### The metal 2 layer, run 1

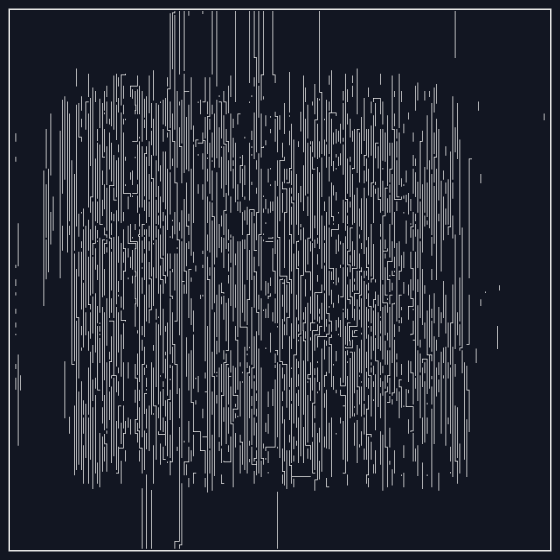
### M4 wires, run 1

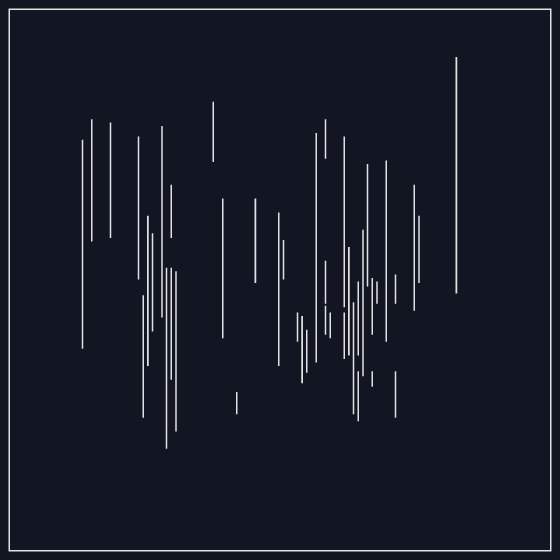
### M1 wires, run 1

The bar under the picture is 20 um long.
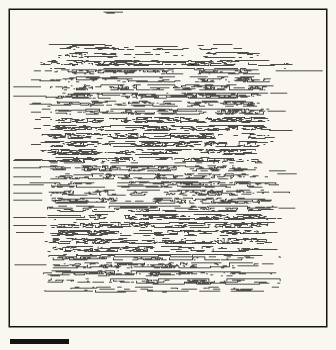
### The metal 3 layer, run 1

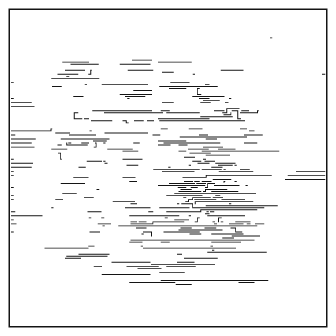
===== src/rtl/bitscan_encoder.sv =====
// Registered one-hot / priority-scan encoder: captures a request vector and emits one
// binary index per handshake, either checking strict one-hot or walking every set bit.
module bitscan_encoder #(
  parameter int unsigned WIDTH     = 32,
  parameter bit          MSB_FIRST = 1'b0,
  localparam int unsigned CW       = $clog2(WIDTH)
) (
  input  logic             clock,
  input  logic             clear,
  input  logic             load,
  input  logic             mode,
  input  logic [WIDTH-1:0] req_in,
  input  logic             code_ready,
  output logic [CW-1:0]    code_out,
  output logic             code_valid,
  output logic             last,
  output logic             none,
  output logic             error,
  output logic             busy
);

  typedef enum logic [0:0] {StIdle, StEmit} state_t;

  typedef struct packed {
    logic          last;
    logic          none;
    logic          error;
    logic [CW-1:0] code;
  } beat_t;

  localparam beat_t IdleBeat = '{last: 1'b0, none: 1'b0, error: 1'b0, code: '1};

  state_t           state_q, state_d;
  logic [WIDTH-1:0] pending_q, pending_d;
  logic             mode_q, mode_d;
  beat_t            beat_q, beat_d;

  // Describes the beat presented for a given pending vector; m=0 strict, m=1 scan.
  function automatic beat_t encode(input logic [WIDTH-1:0] p, input logic m);
    beat_t         b;
    logic [CW-1:0] idx;
    logic          one;
    idx = '1;
    if (MSB_FIRST) begin
      for (int i = 0; i < WIDTH; i++) begin
        if (p[i]) idx = CW'(i);
      end
    end else begin
      for (int i = WIDTH - 1; i >= 0; i--) begin
        if (p[i]) idx = CW'(i);
      end
    end
    one = (p != '0) && ((p & (p - WIDTH'(1))) == '0);
    b   = IdleBeat;
    if (p == '0) begin
      b.last  = 1'b1;
      b.none  = 1'b1;
      b.error = ~m;
    end else if (!m) begin
      b.last  = 1'b1;
      b.error = ~one;
      b.code  = one ? idx : '1;
    end else begin
      b.last = one;
      b.code = idx;
    end
    return b;
  endfunction

  always_comb begin
    state_d   = state_q;
    pending_d = pending_q;
    mode_d    = mode_q;
    beat_d    = beat_q;
    unique case (state_q)
      StIdle: begin
        if (load) begin
          pending_d = req_in;
          mode_d    = mode;
          beat_d    = encode(req_in, mode);
          state_d   = StEmit;
        end
      end
      StEmit: begin
        if (code_ready) begin
          if (beat_q.last) begin
            pending_d = '0;
            beat_d    = IdleBeat;
            state_d   = StIdle;
          end else begin
            // Non-last beats only occur in scan mode, so code is a real index here.
            pending_d[beat_q.code] = 1'b0;
            beat_d = encode(pending_d, mode_q);
          end
        end
      end
      default: state_d = StIdle;
    endcase
  end

  always_ff @(posedge clock or posedge clear) begin
    if (clear) begin
      state_q   <= StIdle;
      pending_q <= '0;
      mode_q    <= 1'b0;
      beat_q    <= IdleBeat;
    end else begin
      state_q   <= state_d;
      pending_q <= pending_d;
      mode_q    <= mode_d;
      beat_q    <= beat_d;
    end
  end

  assign code_out   = beat_q.code;
  assign last       = beat_q.last;
  assign none       = beat_q.none;
  assign error      = beat_q.error;
  assign code_valid = (state_q == StEmit);
  assign busy       = (state_q == StEmit);

endmodule


===== config.mk =====
export PLATFORM = sky130hd
export DESIGN_NAME = bitscan_encoder
export DESIGN_NICKNAME = d
export VERILOG_FILES = /design/src/rtl/bitscan_encoder.sv
export SDC_FILE = /design/constraint.sdc
export NUM_CORES = 1
export LEC_CHECK = 0
export CAP_MARGIN = 20
export CORE_MARGIN = 10
export CORE_UTILIZATION = 51
export DETAILED_ROUTE_END_ITERATION = 10
export HOLD_SLACK_MARGIN = 0.1
export PLACE_DENSITY = 0.85
export SLEW_MARGIN = 40
export SYNTH_ARGS = -nofsm -noshare
export SYNTH_HDL_FRONTEND = slang
export SYNTH_SLANG_ARGS = --single-unit

===== constraint.sdc =====
create_clock -name clock -period 2.84 [get_ports clock]
set_clock_uncertainty 0.1 [all_clocks]
set_input_delay 0.284 -clock clock [delete_from_list [all_inputs] [get_ports clock]]
set_output_delay 0.284 -clock clock [all_outputs]
set_load 0.005 [all_outputs]

==> impl_metrics.json, run 1 <==
{
  "layout_top_cell": "buf_4",
  "track_usage_pct": 28.2,
  "final_area_um2": 5810,
  "worstHoldPathType": "in2async",
  "synthDistinctLibCells": 71,
  "top_cell_area_share_pct": 24.4,
  "max_stage_delay_ns": 0.55,
  "cts_tree": "yes",
  "post-route-util_pct": 80.1,
  "place_area_um2": 5270,
  "postSynthSeqShare_pct": 27.8,
  "fill_cells": 489,
  "drtIter0Drc": 572,
  "ys_chip_area_um2": 3800,
  "synthTopCellsByCount": "o21ai_0, nand2_1, dfrtp_1, nor2_1, o21a_1",
  "p_seq_uw": 1230,
  "drive_gt1_share_pct": 34.1,
  "violations": "negative setup slack",
  "p_comb_share_pct": 69.4,
  "p_leak_uw": 0.00231,
  "ff2ff_setup_slack_ns": -0.36,
  "dr.pass1.iters": 7,
  "top_usage_layer": "met2",
  "cp.required_ns": 2.97,
  "irDropWorstVdd_uv": 405,
  "drv_cap": 0,
  "path_common_cell": "buf_4",
  "yosysCellCount": 494,
  "grt_pass1_vias": 5047,
  "diodes": 0,
  "reg2reg_depth": 13,
  "xor_share_pct": 0,
  "regArea_um2": 1060,
  "max_freq_mhz": 312,
  "swShare_pct": 48.4,
  "path_cells": "or3b_4 > o21ai_4 > nand4_4 > nor4_4 > buf_4 > buf_6 > buf_4 > a22oi_2 > a2111oi_4 > nand4_1 > buf_4 > nand3_2 > a31oi_1",
  "met3WireLength_um": 1690,
  "warnings": 29,
  "clock_sink_count": 42,
  "die_h_um": 106,
  "seq_share_pct": 18.2,
  "arrival_ns": 3.33,
  "setup_slack_ns": -0.361,
  "drc_errors": 0,
  "instances_no_fill": 779,
  "slowest_stage": "dfstp_2",
  "area_growth_pct": 53.0,
  "final_hold_viol_count": 0,
  "nNetsFinal": 716,
  "routedWlPerCell_um": 21.3,
  "die_w_um": 106,
  "buf_share_pct": 28.1,
  "core_um2": 7250,
  "synthAdderAreaFrac_pct": 0.264,
  "status": "finished, violations left",
  "seqPwrFrac_pct": 21.6,
  "top_cells_by_area": "dfrtp_1, o21ai_0, o21a_1",
  "logic_family": "AND-OR/OR-AND gates",
  "top_register": "pending_q",
  "dp_cells": 741,
  "n_all_inverters": 12,
  "clock_latency_ns": 0.31,
  "synthesis.nets": 531,
  "drtAntennaViolNets": 0,
  "highest_layer": "met4",
  "p_int_uw": 2930,
  "grt_start_max_net_pins": 43,
  "largest_register_ffs": 32,
  "num-nonclk-buffers": 204,
  "worst_pin_slew_ns": 0.565,
  "worst-path-buf-inv": 4,
  "pg_comb_uw": 3950,
  "setup.worst_path.end_class": "register",
  "overflow": 0,
  "cts_resized": 51,
  "crit_path_max_fanout": 5,
  "totalPowerFinal_uw": 5690,
  "clock_path_buffers": 2,
  "vias_per_cell": 6.71,
  "crit_type": "reg2reg",
  "edf_count": 0,
  "synth-compound-area-share_pct": 40.2,
  "clkbuf_count": 5,
  "comb_share_pct": 48.9,
  "async_reset_ff_share_pct": 100,
  "grt_setup_unrepaired": "true",
  "fin_hold_ws_ns": 0.312,
  "h-tree-depth": 2,
  "ff_type": "dfrtp_1",
  "synth_top_cell_by_area": "dfrtp_1",
  "power_clock_uw": 509,
  "design.seq.count": 42,
  "mostFrequentLayoutCells": "buf_4, o21ai_0, dfrtp_1",
  "gp_congestion": 1.04,
  "floorplan.core_util_pct": 52.4,
  "drv_slew": 0,
  "antenna_found_initial": 0,
  "logic_area_um2": 2840,
  "setup.worst_path.end": "code_out[1]",
  "die-area_um2": 11300,
  "cts-root-buf": "clkbuf_8",
  "path_clk_slew_ns": 0.10,
  "cp.depth": 13,
  "mux_share_pct": 0,
  "routed-wl-met2_um": 7740,
  "post-cts-setup-buffer-count": 25,
  "numPortBuffers": 46,
  "final-clk-cell-share_pct": 1.96,
  "pre_cts_ws_ns": -0.601,
  "cp-startpoint": "code_out[1]",
  "fin_setup_tns_ns": -2.25,
  "cts_made_buffers": 5,
  "setup_viol": 7,
  "critPathLaunchType": "register",
  "yosys_warnings": 0,
  "power.clock.fraction_pct": 9.0,
  "worst_slew_margin_rel_pct": 62.3,
  "grt_pass1_wl_um": 26200,
  "p_per_area_nw_per_um2": 979,
  "power_switching_uw": 2760,
  "r2r-end": "code_out[1]",
  "largestClassByArea": "logic gates",
  "ios": 47,
  "avgSynthCellArea_um2": 7.69,
  "most_common_cell": "o21ai_0",
  "row_count": 31,
  "min_period_ns": 3.20,
  "finalCritPeriodShare_pct": 113,
  "reg2reg_from": "code_out[1]",
  "syn_area_um2": 3800
}
## Picture notes: 'The metal 2 layer'
wire length on this layer: 7740 um
share of all routed wire: 47%
main direction: vertical
WL final: 16600 um
global routing usage on met2: 46.7%

## Picture notes: 'M4 wires'
longest straight run: 46.2 um
main direction: vertical

## Picture notes: 'M1 wires'
longest straight run: 35.0 um
main direction: horizontal
wire length on this layer: 6300 um
nets with wire on the layer: 674
met1 usage: 35.0%
DR vias: 5225

## Picture notes: 'The metal 3 layer'
wire length on this layer: 1690 um
main direction: horizontal
share of all routed wire: 10%
longest straight run: 46.5 um
GR Util met3: 5.01%

### Routing congestion map, run 1

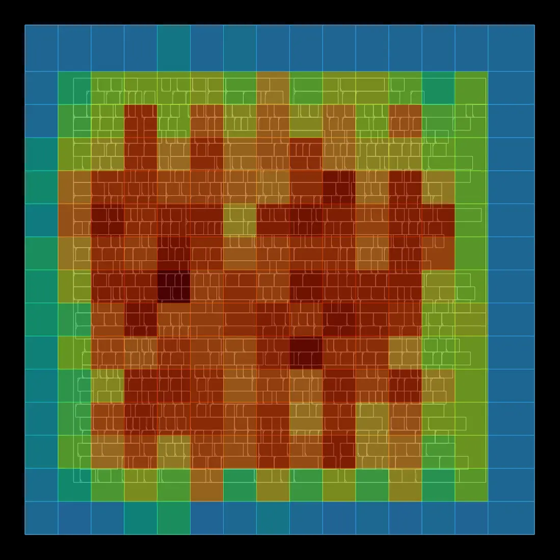

--- run 2 (diff from run 1) ---
--- a/config.mk
+++ b/config.mk
@@ -7,10 +7,10 @@
 export LEC_CHECK = 0
 export CAP_MARGIN = 20
 export CORE_MARGIN = 10
-export CORE_UTILIZATION = 51
+export CORE_UTILIZATION = 50
 export DETAILED_ROUTE_END_ITERATION = 10
 export HOLD_SLACK_MARGIN = 0.1
-export PLACE_DENSITY = 0.85
+export PLACE_DENSITY = 0.84
 export SLEW_MARGIN = 40
 export SYNTH_ARGS = -nofsm -noshare
 export SYNTH_HDL_FRONTEND = slang
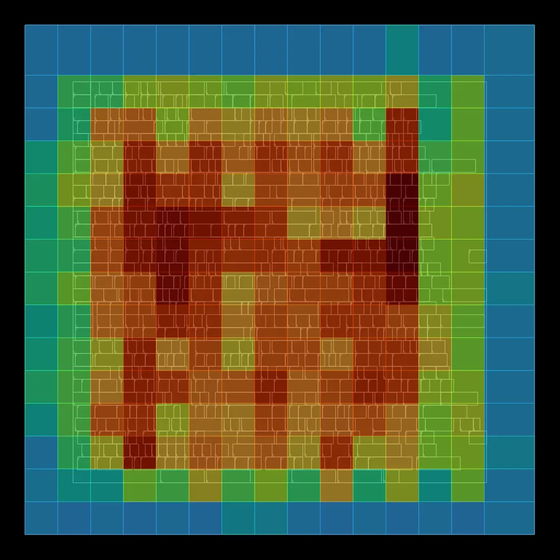
*Routing congestion map, run 2*
global routing usage on met2: 41.3%
busiest layer in global routing: met2
GR Util met3: 6.71%
drt wl/cell: 20.0 um

==> run 2 against run 1 <==
Compared with the run above:
- setup slack improved by 0.092 ns
- design area fell by 3.6%
- die size rose by 1.6%
- the run still ends with negative setup slack left
- synthesized cell count did not move
- via count fell by 5.6%
- non-clock buffer count fell by 17
- area after synthesis did not move
- flip-flop count did not move
- first-iteration DRC count rose by 5.1%
- critical path depth fell by 1
==> impl_metrics.json, run 2 <==
{
  "syn_area_um2": 3800,
  "cp.depth": 12,
  "highest_layer": "met4",
  "core_um2": 7330,
  "die-area_um2": 11500,
  "warnings": 29,
  "nNetsFinal": 699,
  "setup.worst_path.end": "code_out[1]",
  "cts_tree": "yes",
  "reg2reg_from": "code_out[1]",
  "largestClassByArea": "logic gates",
  "finalWirelength_um": 15300,
  "worst_slew_margin_rel_pct": 61.8,
  "drtAntennaViolNets": 0,
  "final_area_um2": 5600,
  "status": "finished, violations left",
  "violations": "negative setup slack",
  "vias": 4931,
  "p_comb_share_pct": 70.1,
  "clock_path_buffers": 2,
  "drtIter0Drc": 601,
  "design.seq.count": 42,
  "row_count": 31,
  "top_cell_area_share_pct": 24.4,
  "cts-root-buf": "clkbuf_8",
  "avgSynthCellArea_um2": 7.69,
  "fin_setup_tns_ns": -1.61,
  "max_stage_delay_ns": 0.44,
  "ys_chip_area_um2": 3800,
  "p_leak_uw": 0.00219,
  "path_clk_slew_ns": 0.09,
  "xor_share_pct": 0,
  "totalPowerFinal_uw": 5500,
  "pg_comb_uw": 3860,
  "mux_share_pct": 0,
  "diodes": 0,
  "n_all_inverters": 12,
  "area_growth_pct": 47.6,
  "synth-compound-area-share_pct": 40.2,
  "finalCritPeriodShare_pct": 109,
  "place_area_um2": 5330,
  "postSynthSeqShare_pct": 27.8,
  "ff_type": "dfrtp_1",
  "drc_errors": 0,
  "worst-path-buf-inv": 3,
  "grt_setup_unrepaired": "true",
  "buf_share_pct": 27.4,
  "synthDistinctLibCells": 71,
  "fill_cells": 502,
  "cts_resized": 16,
  "fin_hold_ws_ns": 0.309,
  "post-route-util_pct": 76.4,
  "most_common_cell": "o21ai_0",
  "worst_pin_slew_ns": 0.573,
  "synthTopCellsByCount": "o21ai_0, nand2_1, dfrtp_1, nor2_1, o21a_1",
  "swShare_pct": 48.4,
  "mostFrequentLayoutCells": "buf_4, o21ai_0, clkdlybuf4s50_1",
  "clkbuf_count": 5,
  "met3WireLength_um": 1600,
  "synth_top_cell_by_area": "dfrtp_1",
  "routed-wl-met2_um": 7110,
  "crit_type": "reg2reg",
  "ios": 47,
  "grt_pass1_wl_um": 24700,
  "vias_per_cell": 6.47,
  "track_usage_pct": 26.5,
  "power_clock_uw": 415,
  "cp.required_ns": 2.96,
  "grt_pass1_vias": 4894,
  "dp_cells": 748,
  "power.clock.fraction_pct": 7.5,
  "cp-startpoint": "code_out[1]",
  "slowest_stage": "or3b_1",
  "final_hold_viol_count": 0,
  "yosys_warnings": 0,
  "die_h_um": 107,
  "gp_congestion": 1.04,
  "worstHoldPathType": "in2async",
  "layout_top_cell": "buf_4",
  "num-nonclk-buffers": 187,
  "synthesis.nets": 531,
  "path_cells": "buf_4 > buf_4 > or3b_1 > o21ai_2 > nand4_1 > nor2_1 > nand4_1 > a2111oi_4 > nand4_1 > buf_6 > nand3_1 > a31oi_1",
  "max_freq_mhz": 322,
  "ff2ff_setup_slack_ns": -0.27,
  "crit_path_max_fanout": 7,
  "setup_slack_ns": -0.269,
  "antenna_found_initial": 0,
  "top_register": "pending_q",
  "logic_area_um2": 2750,
  "seq_share_pct": 18.9,
  "path_common_cell": "nand4_1",
  "p_seq_uw": 1230,
  "edf_count": 0,
  "post-cts-setup-buffer-count": 5,
  "drive_gt1_share_pct": 30.9,
  "p_per_area_nw_per_um2": 981,
  "synthAdderAreaFrac_pct": 0.264,
  "drv_slew": 0,
  "arrival_ns": 3.23,
  "clock_latency_ns": 0.31,
  "setup_viol": 7,
  "numPortBuffers": 46,
  "regArea_um2": 1060,
  "logic_family": "AND-OR/OR-AND gates",
  "reg2reg_depth": 12
}
